--- config.mk ---
export PLATFORM = sky130hd
export DESIGN_NAME = simple_dual_ram_clr
export DESIGN_NICKNAME = d
export VERILOG_FILES = /design/src/rtl/simple_dual_ram_clr.sv
export SDC_FILE = /design/constraint.sdc
export NUM_CORES = 1
export LEC_CHECK = 0
export CAP_MARGIN = 40
export CORE_ASPECT_RATIO = 1.1
export CORE_MARGIN = 2
export CORE_UTILIZATION = 40
export DETAILED_ROUTE_END_ITERATION = 6
export GPL_TIMING_DRIVEN = 0
export PLACE_DENSITY = 0.58
export SYNTH_ARGS = -nofsm -noshare
export SYNTH_HDL_FRONTEND = slang
export SYNTH_SLANG_ARGS = --single-unit
--- constraint.sdc ---
create_clock -name clk -period 3.3 [get_ports clk]
set_clock_uncertainty 0.2 [all_clocks]
set_input_delay 0.495 -clock clk [delete_from_list [all_inputs] [get_ports clk]]
set_output_delay 0.495 -clock clk [all_outputs]
set_load 0.02 [all_outputs]
--- src/rtl/simple_dual_ram_clr.sv ---
// Single-clock simple dual-port RAM with lane write enables, write-first bypass and a clear sweep
// after every reset. Define SIMPLE_DUAL_RAM_CLR_OUTREG_EN for a second output register stage.
module simple_dual_ram_clr #(
    parameter int unsigned     SIZE       = 8,
    parameter int unsigned     DEPTH      = 64,
    parameter int unsigned     LANES      = 1,
    parameter logic [SIZE-1:0] INIT_VALUE = '0
) (
    input  logic                     clk,
    input  logic                     rst,
    input  logic [$clog2(DEPTH)-1:0] waddr,
    input  logic [SIZE-1:0]          write_data,
    input  logic [LANES-1:0]         write_en,
    input  logic [$clog2(DEPTH)-1:0] raddr,
    input  logic                     read_en,
    output logic [SIZE-1:0]          read_data,
    output logic                     read_valid,
    output logic                     busy
);

    localparam int unsigned AW      = $clog2(DEPTH);
    localparam int unsigned LW      = SIZE / LANES;
    localparam logic [AW:0] DEPTH_W = (AW + 1)'(DEPTH);

    typedef enum logic [0:0] {
        StClear = 1'b0,
        StReady = 1'b1
    } state_e;

    state_e          state_q, state_d;
    logic [AW-1:0]   clr_addr_q, clr_addr_d;
    logic            busy_q, busy_d;

    logic [SIZE-1:0] mem [DEPTH];

    logic [LANES-1:0] mem_we;
    logic [AW-1:0]    mem_waddr;
    logic [SIZE-1:0]  mem_wdata;
    logic             waddr_ok, raddr_ok, rd_req;
    logic [SIZE-1:0]  rd_word;

    assign waddr_ok = {1'b0, waddr} < DEPTH_W;
    assign raddr_ok = {1'b0, raddr} < DEPTH_W;
    assign rd_req   = !rst && (state_q == StReady) && read_en;

    // The sweep and user writes share the single physical write port.
    always_comb begin
        state_d    = state_q;
        clr_addr_d = clr_addr_q;
        busy_d     = busy_q;
        mem_we     = '0;
        mem_waddr  = waddr;
        mem_wdata  = write_data;
        unique case (state_q)
            StClear: begin
                mem_we     = '1;
                mem_waddr  = clr_addr_q;
                mem_wdata  = INIT_VALUE;
                clr_addr_d = clr_addr_q + AW'(1);
                if (clr_addr_q == AW'(DEPTH - 1)) begin
                    state_d = StReady;
                    busy_d  = 1'b0;
                end
            end
            StReady: begin
                if (waddr_ok) mem_we = write_en;
            end
            default: ;
        endcase
        if (rst) mem_we = '0;
    end

    // Write-first: enabled lanes of a same-address write replace the stored lanes.
    always_comb begin
        rd_word = INIT_VALUE;
        if (raddr_ok) begin
            rd_word = mem[raddr];
            for (int i = 0; i < LANES; i++) begin
                if (write_en[i] && (waddr == raddr)) rd_word[i*LW +: LW] = write_data[i*LW +: LW];
            end
        end
    end

    always_ff @(posedge clk) begin
        for (int i = 0; i < LANES; i++) begin
            if (mem_we[i]) mem[mem_waddr][i*LW +: LW] <= mem_wdata[i*LW +: LW];
        end
    end

    always_ff @(posedge clk) begin
        if (rst) begin
            state_q    <= StClear;
            clr_addr_q <= '0;
            busy_q     <= 1'b1;
        end else begin
            state_q    <= state_d;
            clr_addr_q <= clr_addr_d;
            busy_q     <= busy_d;
        end
    end

    logic [SIZE-1:0] s1_data_q;
    logic            s1_valid_q;

    always_ff @(posedge clk) begin
        if (rst) begin
            s1_data_q  <= '0;
            s1_valid_q <= 1'b0;
        end else begin
            s1_valid_q <= rd_req;
            if (rd_req) s1_data_q <= rd_word;
        end
    end

`ifdef SIMPLE_DUAL_RAM_CLR_OUTREG_EN
    logic [SIZE-1:0] s2_data_q;
    logic            s2_valid_q;

    always_ff @(posedge clk) begin
        if (rst) begin
            s2_data_q  <= '0;
            s2_valid_q <= 1'b0;
        end else begin
            s2_valid_q <= s1_valid_q;
            if (s1_valid_q) s2_data_q <= s1_data_q;
        end
    end

    assign read_data  = s2_data_q;
    assign read_valid = s2_valid_q;
`else
    assign read_data  = s1_data_q;
    assign read_valid = s1_valid_q;
`endif

    assign busy = busy_q;

endmodule

run_1/density.png
22 x 25 tiles, from white (low) to dark blue (high), 0 to 100% covered.
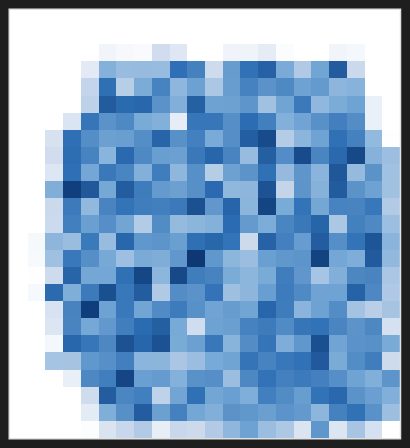
The fullest tile reaches 97%. 11% of the tiles are over 75% full. The emptiest ninth of the die: upper left. 22% of the tiles are nearly empty.
Core Box Area: 52500 µm²
utilization after layout: 46.6%

run_1/final_congestion.png
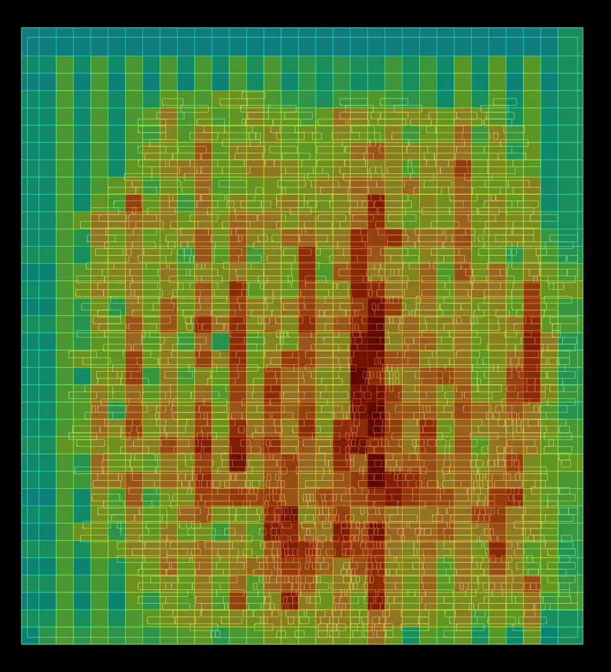
all-layer global routing usage: 20.2%
Top Usage Layer GRT: met2
global-route met1 utilization: 26.7%

run_1/cell_classes.png
Bar = 50 µm. Fill, decap, tap and diode cells in gray.
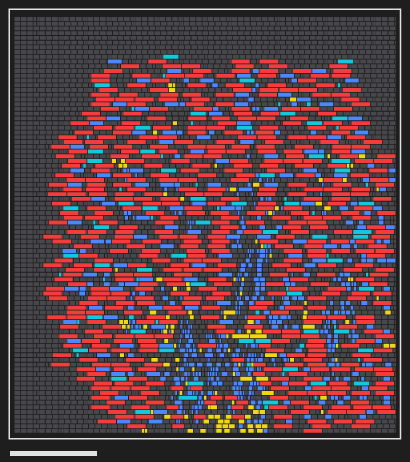
other buffers and delay cells: marked yellow, cells 127. clock drivers and dummy loads: marked cyan, cells 93. flip-flops: marked red, cells 529. all other logic: marked blue, cells 533.

run_1/met1.png
Supply wires on this layer in gray.
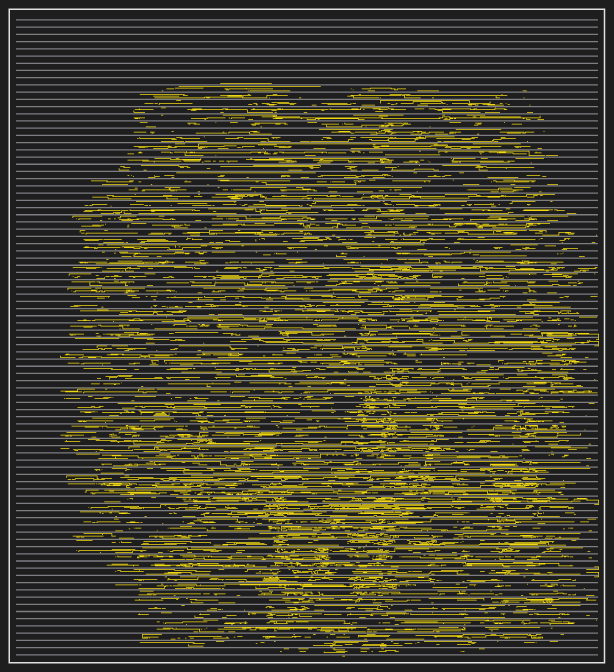
1238 nets have wire on it. The layer carries 22.8 mm of wire. The wires run mostly horizontal. The layer holds 42% of the routed length. The longest straight run is 93.4 µm.
total via count after detailed routing: 11200
routed wire length: 54.8 mm

==> impl_summary.log, run 1 <==
[flow] summary of implementation run
INFO  metric status = completed
INFO  metric hold_depth = 2
INFO  metric reg_to_reg_slack_setup = 0.008 ns
INFO  metric drtAntennaViolNets = 0
INFO  metric first_pass_iters = 5
INFO  metric path_max_fanout = 10
INFO  metric worst-r2r-cell-count = 8
INFO  metric clkSinkCount = 529
INFO  metric transition_at_the_pin_with_the_smallest_max_transition_slack = about 0.91 ns
INFO  metric openroad.warnings = 27
INFO  metric syn_nets = 1147
INFO  metric clock_path_buffers = 3
INFO  metric drive_gt1_share = around a quarter
INFO  metric yosys-stat-area = between 20000 and 25000 µm²
INFO  metric comb_area_share = between 20% and 30%
INFO  metric gp_congestion = roughly 0.9
INFO  metric worst_setup_path_startpoint = state_q
INFO  metric h-tree-depth = 2
INFO  metric cts-root-buf = clkbuf_16
INFO  metric p_sw = between 2 and 3 mW
INFO  metric flip_flop_count_of_the_largest_register_all_copies_and_words_added = around 510
INFO  metric finalSetupViolations = 0
INFO  metric postCtsSetupBuffers = 0
INFO  metric worst_hold_path.endpoint = busy
INFO  metric worst_ir_drop_vdd = 0.340 mV
INFO  metric ys_sh_simple = about 4.1%
INFO  metric fill_cells = ~4400
INFO  metric stdcell_area = between 20000 and 25000 µm²
INFO  metric p_int = 10.7 mW
INFO  metric max_slew_violation_total_from_the_final_report = 0
INFO  metric ys_seq_elements = about 530
INFO  metric largest-register = mem
INFO  metric maxPowerGroup = sequential cells
INFO  metric critPathSlowestCell = nor2_1
INFO  metric topRoutingLayerUsed = met4
INFO  metric yosys_most_used_dff = edfxtp_1
INFO  metric cp_cell_sequence = buf_4 > buf_6 > buf_2 > buf_2 > nand3_1 > o21ai_0 > nand2_1 > nor2_1
INFO  metric placed_area = around 23000 µm²
INFO  metric fmaxAchievable = roughly 0.3 GHz
INFO  metric place_ws = -0.225 ns
INFO  metric syn_area = approximately 21000 µm²
INFO  metric most-common-layout-cells = edfxtp_1, mux4_2, nor2_1
INFO  metric power.combinational.fraction = around 4.7%
INFO  metric worstPathBufferInverterCount = 4
--- run 2 (diff from run 1) ---
--- a/config.mk
+++ b/config.mk
@@ -13,4 +13,5 @@
 export GPL_TIMING_DRIVEN = 0
 export PLACE_DENSITY = 0.58
+export SLEW_MARGIN = 20
 export SYNTH_ARGS = -nofsm -noshare
 export SYNTH_HDL_FRONTEND = slang
==> constraint.sdc (replaced) <==
create_clock -name clk -period 3.3 [get_ports clk]
set_clock_uncertainty 0.2 [all_clocks]
set_input_delay 0.66 -clock clk [delete_from_list [all_inputs] [get_ports clk]]
set_output_delay 0.66 -clock clk [all_outputs]
set_load 0.02 [all_outputs]
==> run 2 against run 1 <==
  * The run now ends with negative setup slack left
  * Utilization rose by 0.23 points
  * Critical path depth shrank 1
  * Sequential share of layout area decreased by 0.32 points
  * Worst setup slack lost 0.028 ns
  * Count of clock-buffer cells in the layout up 2
  * First-iteration DRC count up 8.1%
  * Sequential power about the same
  * Synthesized area stayed put
  * Combinational power hardly changed
  * Non-clock buffer count rose by 7
  * Critical endpoint is now mem[19][4]
==> impl_summary.log, run 2 <==
[flow] summary of implementation run
INFO  metric placed_area = 22800 µm² (-0.19%)
INFO  metric syn_nets = 1147 (unchanged)
INFO  metric drtAntennaViolNets = 0 (unchanged)
INFO  metric worst-r2r-cell-count = 7 (-1)
INFO  metric clockNetworkAreaShare = under 10%
INFO  metric fill_cells = 4371 (-0.023%)
INFO  metric clkSinkCount = 529 (unchanged)
INFO  metric failed_checks = negative setup slack
INFO  metric core_area = 52500 µm² (unchanged)
INFO  metric flip_flop_count_of_the_largest_register_all_copies_and_words_added = 512 (unchanged)
INFO  metric wl_met1 = roughly 23 mm
INFO  metric routed-wl-met3 = approximately 3.4 mm
INFO  metric post-route-min-period = 3.32 ns
INFO  metric most_common_cell_after_layout_fill_and_taps_aside = edfxtp_1
INFO  metric h-tree-depth = 2 (unchanged)
INFO  metric top_cell_area_share = between 70% and 80%
INFO  metric yosys_most_used_dff = edfxtp_1
INFO  metric stdcell_area = 24600 µm² (+0.50%)
INFO  metric grt_max_degree = around 66
INFO  metric postCtsSetupBuffers = 0 (unchanged)
INFO  metric cp_cell_sequence = buf_4 > buf_6 > buf_2 > buf_2 > o21ai_0 > nand2_1 > nor2_1
INFO  metric cts-root-buf = clkbuf_16
INFO  metric most-common-layout-cells = edfxtp_1, mux4_2, nor2_1
INFO  metric reg_to_reg_slack_setup = -0.02 ns (-0.03 ns)
INFO  metric syn_area = 21300 µm² (unchanged)
INFO  metric p_sw = 2.88 mW (about the same)
INFO  metric status = finished with violations
INFO  metric numPortBuffers = 27
INFO  metric clk-insertion-delay-late = ~0.60 ns
INFO  metric largest-register = mem
INFO  metric leakagePower = around 8.2 nW
INFO  metric holdWs = 0.281 ns
INFO  metric maxPowerGroup = sequential cells
INFO  metric postRouteWirelength = 54.6 mm (-0.30%)
INFO  metric areaGrowthSynthToFinish = 15.6%
INFO  metric worst_hold_path.endpoint = busy
INFO  metric first_pass_iters = 5 (unchanged)
INFO  metric critical_path.endpoint_type = register
INFO  metric worstPathBufferInverterCount = 4 (unchanged)
INFO  metric gp_congestion = 0.917 (unchanged)
INFO  metric utilization = 46.8% (+0.23 points)
INFO  metric drive_gt1_share = 25.3% (-0.55 points)
INFO  metric max_slew_violation_total_from_the_final_report = 0 (unchanged)
INFO  metric power.combinational.fraction = 4.6% (about the same)
INFO  metric chip_area = around 55000 µm²
INFO  metric yosys-stat-area = 21300 µm² (unchanged)
INFO  metric worst_ir_drop_vdd = 0.367 mV (+8.1%)
INFO  metric finalSetupViolations = 16 (+16)
INFO  metric p_int = 11.1 mW (+3.7%)
INFO  metric worst_setup_path_startpoint = state_q
INFO  metric dp_hpwl = around 37 mm
INFO  metric ys_sh_simple = 4.08% (unchanged)
INFO  metric place_ws = -0.402 ns (-0.177 ns)
INFO  metric hold_depth = 2 (unchanged)
INFO  metric comb_area_share = 21.1% (-0.19 points)
INFO  metric openroad.warnings = 27 (unchanged)
INFO  metric topRoutingLayerUsed = met4
INFO  metric total_via_count_after_detailed_routing = 11200 (+0.13%)
INFO  metric critPathSlowestCell = nor2_1
INFO  metric path_max_fanout = 10 (unchanged)
INFO  metric ys_seq_elements = 529 (unchanged)
INFO  metric layout_setup_ws = -0.0203 ns
INFO  metric die_span_x = between 200 and 250 µm
INFO  metric transition_at_the_pin_with_the_smallest_max_transition_slack = 0.824 ns (-0.0883 ns)
INFO  metric clock_path_buffers = 3 (unchanged)
run_2/final_congestion.png
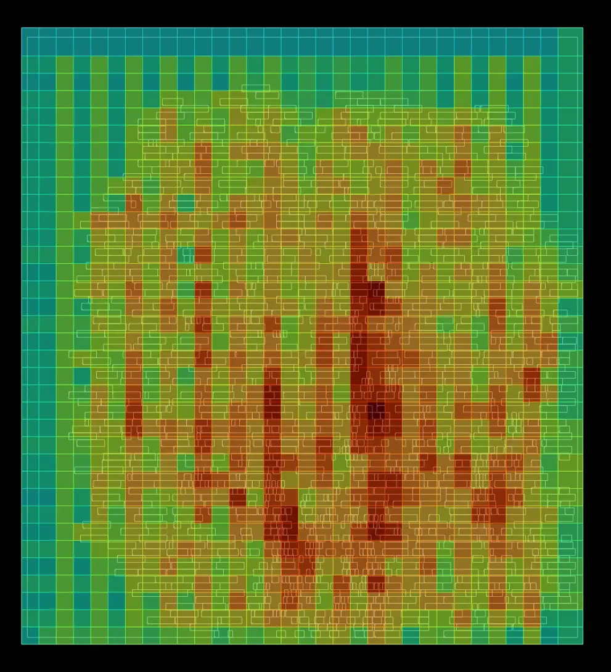
mean routed wirelength per cell: 27.8 µm
global-route met1 utilization: 26.7%
all-layer global routing usage: 20.1%

run_2/met4.png
Bar = 50 µm. Supply wires on this layer in gray.
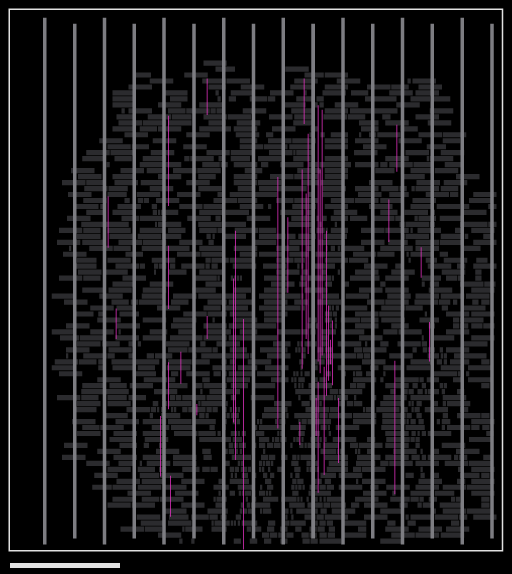
22 nets have wire on it. The wires run mostly vertical. The longest straight run is 116 µm. The layer carries 1670 µm of wire. The layer holds 3.1% of the routed length.

run_2/density.png
22 x 25 tiles, from white (low) to dark blue (high), 0 to 100% covered.
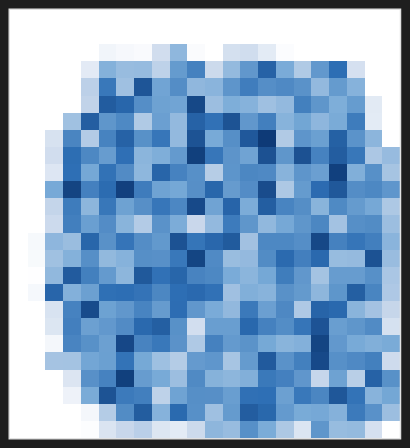
The mean over all tiles is 43%. 12% of the tiles are over 75% full. The fullest tile reaches 96%.

Power figures rest on the tool's default switching activity, not on a simulated workload.
